==> images/io_fan.png <==
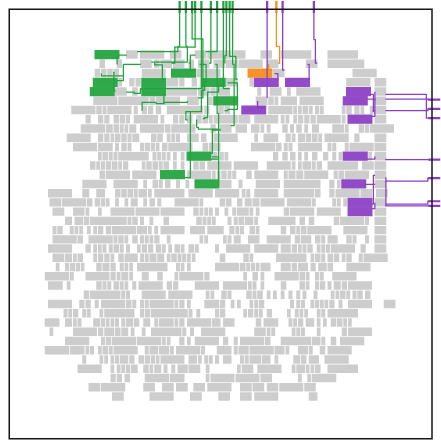
==> images/wires.png <==
The bar under the picture is 20 µm long.
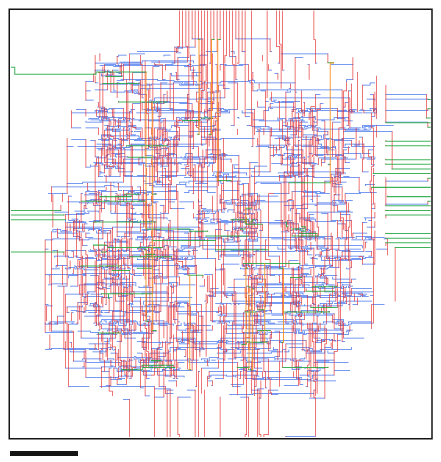
==> images/io_placement.png <==
Pins as bars across the die edge, other pins in grey.
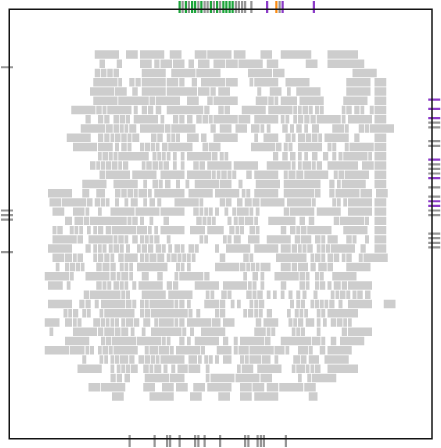
==> images/placement.png <==
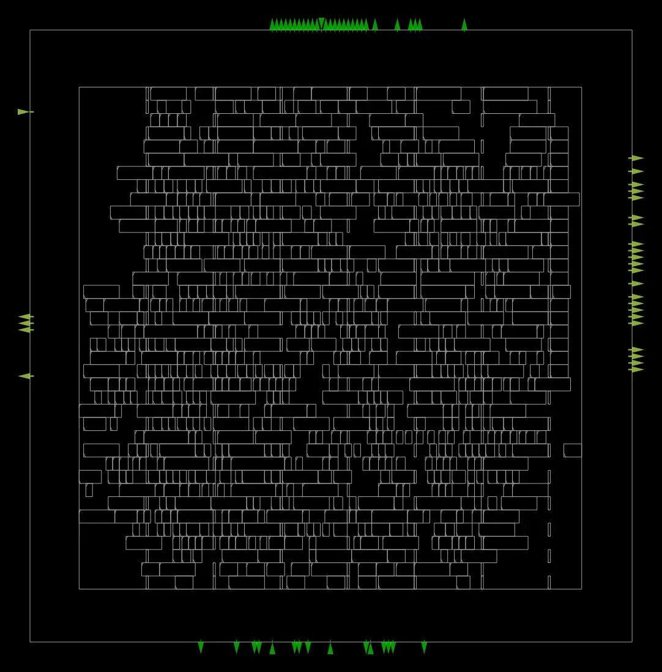
### config.mk
export PLATFORM = sky130hd
export DESIGN_NAME = vga_sync_rx_flat
export DESIGN_NICKNAME = d
export VERILOG_FILES = /design/src/rtl/vga_sync_rx_if.sv /design/src/rtl/vga_sync_rx.sv /design/src/flat_wrapper.sv
export SDC_FILE = /design/constraint.sdc
export NUM_CORES = 1
export LEC_CHECK = 0
export ABC_AREA = 1
export CAP_MARGIN = 30
export CORE_AREA = 10 10 114 116
export DETAILED_ROUTE_END_ITERATION = 6
export DIE_AREA = 0 0 124 126
export PLACE_DENSITY = 0.79
export RECOVER_POWER = 100
export SYNTH_ARGS = -nofsm -noshare
export SYNTH_HDL_FRONTEND = slang
export SYNTH_SLANG_ARGS = --single-unit
### constraint.sdc
create_clock -name clk -period 3.55 [get_ports clk]
set_input_delay 0.355 -clock clk [delete_from_list [all_inputs] [get_ports clk]]
set_output_delay 0.355 -clock clk [all_outputs]
set_load 0.1 [all_outputs]
### src/rtl/vga_sync_rx_if.sv
// Sync inputs and recovered timing/pixel outputs of the VGA sync receiver.
interface vga_sync_rx_if #(
  parameter int H_W = 11,
  parameter int V_W = 10,
  parameter int X_W = 10,
  parameter int Y_W = 10
);
  logic           hsync;
  logic           vsync;
  logic           activevideo;
  logic [H_W-1:0] h_total;
  logic [V_W-1:0] v_total;
  logic [H_W-1:0] h_active;
  logic [V_W-1:0] v_active;
  logic [X_W-1:0] x_px;
  logic [Y_W-1:0] y_px;
  logic           pix_valid;
  logic           locked;
  logic           err;

  modport master (
    output hsync, vsync, activevideo,
    input  h_total, v_total, h_active, v_active, x_px, y_px, pix_valid, locked, err
  );

  modport slave (
    input  hsync, vsync, activevideo,
    output h_total, v_total, h_active, v_active, x_px, y_px, pix_valid, locked, err
  );
endinterface

### src/rtl/vga_sync_rx.sv
// Measures incoming VGA sync timing, locks once frames repeat, and recovers active pixel coordinates.
// Measurements update at sync edges; pixel coordinates follow the input with one clock of latency.
module vga_sync_rx #(
  parameter int H_W         = 11,
  parameter int V_W         = 10,
  parameter int X_W         = 10,
  parameter int Y_W         = 10,
  parameter int LOCK_FRAMES = 2
) (
  input  logic         clk,
  input  logic         rst,
  vga_sync_rx_if.slave bus
);
  localparam int M_W = $clog2(LOCK_FRAMES + 1);
  localparam logic [H_W-1:0] H_MAX = '1;
  localparam logic [V_W-1:0] V_MAX = '1;
  localparam logic [H_W-1:0] X_LIM = H_W'((1 << X_W) - 1);
  localparam logic [V_W-1:0] Y_LIM = V_W'((1 << Y_W) - 1);

  typedef enum logic [1:0] {SEARCH, CHECK, LOCKED} state_t;
  state_t state;

  logic           hs_q, vs_q, de_q, line_act;
  logic [H_W-1:0] h_cnt, de_cnt, ref_h, h_new;
  logic [V_W-1:0] v_cnt, va_cnt, ref_v, v_new;
  logic [M_W-1:0] match_cnt, match_nxt;
  logic           hfall, vfall, defall, h_sat, h_bad, v_bad, pix;
  logic [X_W-1:0] x_nxt;
  logic [Y_W-1:0] y_nxt;

  always_comb begin
    hfall     = hs_q & ~bus.hsync;
    vfall     = vs_q & ~bus.vsync;
    defall    = de_q & ~bus.activevideo;
    // A saturated line counter means hsync has gone missing.
    h_sat     = (h_cnt == H_MAX) & ~hfall;
    h_new     = hfall ? h_cnt + H_W'(1) : bus.h_total;
    v_new     = v_cnt + V_W'(hfall);
    h_bad     = hfall & (h_new != ref_h);
    v_bad     = vfall & (v_new != ref_v);
    match_nxt = ((h_new == ref_h) && (v_new == ref_v)) ? match_cnt + M_W'(1) : '0;
    pix       = (state == LOCKED) & bus.activevideo;
    x_nxt     = (de_cnt > X_LIM) ? '1 : X_W'(de_cnt);
    y_nxt     = (va_cnt > Y_LIM) ? '1 : Y_W'(va_cnt);
  end

  always_ff @(posedge clk) begin
    if (rst) begin
      hs_q          <= 1'b1;
      vs_q          <= 1'b1;
      de_q          <= 1'b0;
      line_act      <= 1'b0;
      h_cnt         <= '0;
      de_cnt        <= '0;
      v_cnt         <= '0;
      va_cnt        <= '0;
      ref_h         <= '0;
      ref_v         <= '0;
      match_cnt     <= '0;
      state         <= SEARCH;
      bus.h_total   <= '0;
      bus.v_total   <= '0;
      bus.h_active  <= '0;
      bus.v_active  <= '0;
      bus.x_px      <= '0;
      bus.y_px      <= '0;
      bus.pix_valid <= 1'b0;
      bus.locked    <= 1'b0;
      bus.err       <= 1'b0;
    end else begin
      hs_q <= bus.hsync;
      vs_q <= bus.vsync;
      de_q <= bus.activevideo;

      if (hfall) begin
        h_cnt       <= '0;
        bus.h_total <= h_new;
      end else if (h_cnt != H_MAX) begin
        h_cnt <= h_cnt + H_W'(1);
      end

      if (hfall)
        de_cnt <= '0;
      else if (bus.activevideo && de_cnt != H_MAX)
        de_cnt <= de_cnt + H_W'(1);
      // Sampled before the hfall clear when both edges coincide.
      if (defall)
        bus.h_active <= de_cnt;

      line_act <= ~hfall & (line_act | bus.activevideo);

      if (vfall) begin
        v_cnt        <= '0;
        va_cnt       <= '0;
        bus.v_total  <= v_new;
        bus.v_active <= va_cnt;
      end else if (hfall) begin
        v_cnt <= v_cnt + V_W'(1);
        if (line_act && va_cnt != V_MAX)
          va_cnt <= va_cnt + V_W'(1);
      end

      // va_cnt is the number of completed active lines, i.e. the current row index.
      bus.pix_valid <= pix;
      bus.x_px      <= pix ? x_nxt : '0;
      bus.y_px      <= pix ? y_nxt : '0;
      bus.err       <= 1'b0;

      case (state)
        SEARCH: begin
          if (vfall) begin
            ref_h     <= h_new;
            ref_v     <= v_new;
            match_cnt <= '0;
            state     <= CHECK;
          end
        end
        CHECK: begin
          if (h_sat) begin
            state <= SEARCH;
          end else if (vfall) begin
            ref_h     <= h_new;
            ref_v     <= v_new;
            match_cnt <= match_nxt;
            if (match_nxt == M_W'(LOCK_FRAMES)) begin
              state      <= LOCKED;
              bus.locked <= 1'b1;
            end
          end
        end
        LOCKED: begin
          if (h_sat || h_bad || v_bad) begin
            bus.err    <= 1'b1;
            bus.locked <= 1'b0;
            state      <= SEARCH;
          end
        end
        default: begin
          state      <= SEARCH;
          bus.locked <= 1'b0;
        end
      endcase
    end
  end
endmodule

### src/flat_wrapper.sv
// flat-port wrapper written by rule: the top's interface ports become plain ports
module vga_sync_rx_flat 
#(
  parameter int H_W         = 11,
  parameter int V_W         = 10,
  parameter int X_W         = 10,
  parameter int Y_W         = 10,
  parameter int LOCK_FRAMES = 2
)
  (clk, rst, bus_hsync, bus_vsync, bus_activevideo, bus_h_total, bus_v_total, bus_h_active, bus_v_active, bus_x_px, bus_y_px, bus_pix_valid, bus_locked, bus_err);
  vga_sync_rx_if #(.H_W(H_W), .V_W(V_W), .X_W(X_W), .Y_W(Y_W)) bus_i ();
  input  logic clk;
  input  logic rst;
  input wire logic [$bits(bus_i.hsync)-1:0] bus_hsync;
  input wire logic [$bits(bus_i.vsync)-1:0] bus_vsync;
  input wire logic [$bits(bus_i.activevideo)-1:0] bus_activevideo;
  output wire logic [$bits(bus_i.h_total)-1:0] bus_h_total;
  output wire logic [$bits(bus_i.v_total)-1:0] bus_v_total;
  output wire logic [$bits(bus_i.h_active)-1:0] bus_h_active;
  output wire logic [$bits(bus_i.v_active)-1:0] bus_v_active;
  output wire logic [$bits(bus_i.x_px)-1:0] bus_x_px;
  output wire logic [$bits(bus_i.y_px)-1:0] bus_y_px;
  output wire logic [$bits(bus_i.pix_valid)-1:0] bus_pix_valid;
  output wire logic [$bits(bus_i.locked)-1:0] bus_locked;
  output wire logic [$bits(bus_i.err)-1:0] bus_err;
  assign bus_i.hsync = bus_hsync;
  assign bus_i.vsync = bus_vsync;
  assign bus_i.activevideo = bus_activevideo;
  assign bus_h_total = bus_i.h_total;
  assign bus_v_total = bus_i.v_total;
  assign bus_h_active = bus_i.h_active;
  assign bus_v_active = bus_i.v_active;
  assign bus_x_px = bus_i.x_px;
  assign bus_y_px = bus_i.y_px;
  assign bus_pix_valid = bus_i.pix_valid;
  assign bus_locked = bus_i.locked;
  assign bus_err = bus_i.err;
  vga_sync_rx #(.H_W(H_W), .V_W(V_W), .X_W(X_W), .Y_W(Y_W), .LOCK_FRAMES(LOCK_FRAMES)) u_core (.clk(clk), .rst(rst), .bus(bus_i));
endmodule
==> metrics.cfg <==
[cells_and_area]
regArea_mm2 = 0.00272
layout.nonclk_buf_frac = 0.101
diodes = 0
nonClockInverterCount = 96
sh_seq_area = 0.382
combGateArea_mm2 = 0.00250
seq_cell_count = 136
drive_gt1_frac = 0.0612
largestClassByArea = registers
lay_top_count = nand2_1
buffers_excl_clock = 74
logic_gate_count = 511
area_growth_pct = 23.7
nets = 847
lay_top_cells = nand2_1 (160), dfxtp_1 (136), inv_1 (95)
clock_cell_area_share = 0.0905
comb_share = 0.351
stdcell_area_mm2 = 0.00712

[floorplan]
num_tap_cells = 140
chipArea_mm2 = 0.0156
coreArea_mm2 = 0.0107
io_pins = 70
fp_util = 0.538

[synthesis]
synth_area_per_cell_um2 = 7.49
syn-cell-area_mm2 = 0.00576
synth.logic.top_family = simple AND/OR/NAND/NOR gates
yosysUniqueCellTypes = 39
synth-cells-yosys = 769
synthArstFlopShare = 0
ys_seq_frac = 0.473
syn_inst = 769
ff_type = dfxtp_1
synthesis.nets = 780
netlist.area_leader.share = 0.473
adder_share = 0.0130
yosys_warnings = 0
edf_count = 0
mux_share = 0
top_area_cell = dfxtp_1
ys_sh_simple = 0.261
yosysChipArea_mm2 = 0.00576
ys_ff = 136
ys_top_cells_by_area = dfxtp_1 (47%), nand2_1 (10%), a21oi_1 (6.1%), inv_1 (6.1%), o21ai_0 (5.7%)
most_common_cell = nand2_1
xor_share = 0.0161
ys_top_cells_by_count = nand2_1 (160), dfxtp_1 (136), inv_1 (93)
ys_sh_aoi = 0.151

[clocking]
ctsHoldBuffers = 0
ctsHtreeMaxLevel = 4
clockBufferDepth = 2
cts_setup_buffers = 0
clk_pin_slew_ns = 0.06
ctsResizeCount = 0
cts_tree = done
cts.sinks = 136
cts_buffers = 17

[grt]
grt_pass1_wl_um = 23200
grt_pass1_vias = 5008
grt_max_degree = 35
grt_antenna_before_repair = 0
grt_remaining_overflow = 0

[timing]
maxSlewViolCount = 0
maxSlewHeadroom = 0.122
whs_ns = 0.416
max_freq_ghz = 0.338
setup_violations = 0
final.setup.tns_ns = 0
hold_viol = 0
tightestPinTransition_ns = 1.32
period_minus_slack_ns = 2.96
period_used_share = 0.834
finalClockSkew_ns = 0.00604

[place]
dpl_cell_area_mm2 = 0.00653
dp_hpwl_um = 9730
gp_congestion = 0.862

[status]
status = finished, final reports clean

[setup_path]
cp-end-kind = register
slowest_delay_ns = 0.43
worst_path_most_repeated_cell = nand3_2
cp_slowest_cell = dfxtp_1
start_kind = register
path_class = reg2reg
worstSetupPathDepth = 11
cp_max_fo = 34
critical_path_arrival_ns = 3.36
timing.rr.start = u_core.h_cnt[0]$_SDFFE_PP0N_
critPathBufInv = 2
ff2ff_path_depth = 11
path_cells = ha_1, nand2_1, or3_1, nor2_2, inv_1, nor2_1, nand3_2, nand3_2, inv_2, o21ai_0, a21oi_1

[drt]
drc = 0
drt_iter0_markers = 342
dr.pass1.iters = 4
via_per_inst = 5.32

[pwr]
pwr-share-seq = 0.416
p_int_mw = 2.89
power_leakage_nw = 2.94
p_per_area_mw_per_mm2 = 539
clkPwrFrac = 0.496
irDropWorstVdd_mv = 0.443
p_comb_frac = 0.088
switching_share = 0.246

[run]
max-cap-violations = 0
warning_count = 26

[hold_path]
hp-start = bus_hsync
min_path_type = in2reg

-- io_fan.png (at the start) --
legend:
  green:
    port: `bus_h_active`
    bits: 11
    direction: output
    edge: north
    end_cells: 11
    buffers: 11
    wire: 482 µm
  purple:
    port: `bus_y_px`
    bits: 10
    direction: output
    edge: 7 east, 3 north
    end_cells: 10
    buffers: 10
    wire: 217 µm
  orange:
    port: `bus_pix_valid`
    bits: 1
    direction: output
    edge: north
    end_cells: 1
    buffers: 1
    wire: 19.4 µm

-- wires.png (at the start) --
legend:
  red:
    layer: metal 2
    wire_length: 6730 µm
  blue:
    layer: metal 1
    wire_length: 5950 µm
  green:
    layer: metal 3
    wire_length: 761 µm
  orange:
    layer: metal 4
    wire_length: 415 µm
Tot GR Track Use: 0.183
Routed wire per std cell: 14.0 µm
wirelength, routed: 13900 µm
total number of vias: 5263

-- io_placement.png (at the start) --
legend:
  green:
    port: `bus_h_active`
    pins: 11
    direction: output
    edge: north
  orange:
    port: `bus_pix_valid`
    pins: 1
    direction: output
    edge: north
  purple:
    port: `bus_y_px`
    pins: 10
    direction: output
    edge: 7 east, 3 north
IO buf count: 69
Die Height: 126 µm
Die W: 124 µm

-- placement.png (at the start) --
std cell rows: 38
fill count: 887

flip-flops by register name (all words and copies together) (netlist names), 2 cells and up:
name                 count
u_core.ref_v            10
u_core.bus.y_px         10
u_core.bus.v_total      10
u_core.bus.x_px         10
u_core.v_cnt            10
u_core.ref_h            11
u_core.h_cnt            11
u_core.state             2
u_core.bus.h_active     11
u_core.match_cnt         2
u_core.bus.h_total      11
u_core.bus.v_active     10
u_core.de_cnt           11
u_core.va_cnt           10
final timing paths:
check / slack (ns) / to
hold reg to reg: 0.46 / u_core.bus.v_active[6]$_SDFFE_PP0P_
hold / removal: 0.42 / u_core.hs_q$_SDFF_PP1_
setup / recovery: 0.59 / u_core.ref_h[7]$_SDFFE_PP0P_
setup reg to reg: 0.59 / u_core.ref_h[7]$_SDFFE_PP0P_
metal layers:
layer	vias up	wire length, µm	GRT usage
met1	2435	5950	0.210
met5	-	0	0
met3	35	760	0.0456
met4	0	415	0.101
li1	2646	-	-
met2	147	6730	0.303
stage by stage:
| step | setup WS (ns) | utilization | total power [mW] | std cells |
|---|---|---|---|---|
| finish | 0.591 | 0.666 | 3.83 | 989 |
| global route | 0.320 | 0.666 | 3.96 | 989 |
| CTS | 0.876 | 0.671 | 3.87 | 989 |
| detailed placement | 0.611 | 0.610 | 1.97 | 957 |
| global placement | 0.659 | 0.610 | 1.96 | 957 |
| floorplan | 1.02 | - | 1.89 | 769 |
power groups by stage:
stage	Combinational, mW	Sequential [mW]	Clock, mW
after floorplan	0.169	1.73	0
after global placement	0.340	1.62	0
after detailed placement	0.347	1.63	0
after CTS	0.349	1.59	1.92
after global routing	0.370	1.60	1.99
final	0.339	1.59	1.90
Power is estimated from default activity; no workload was simulated.
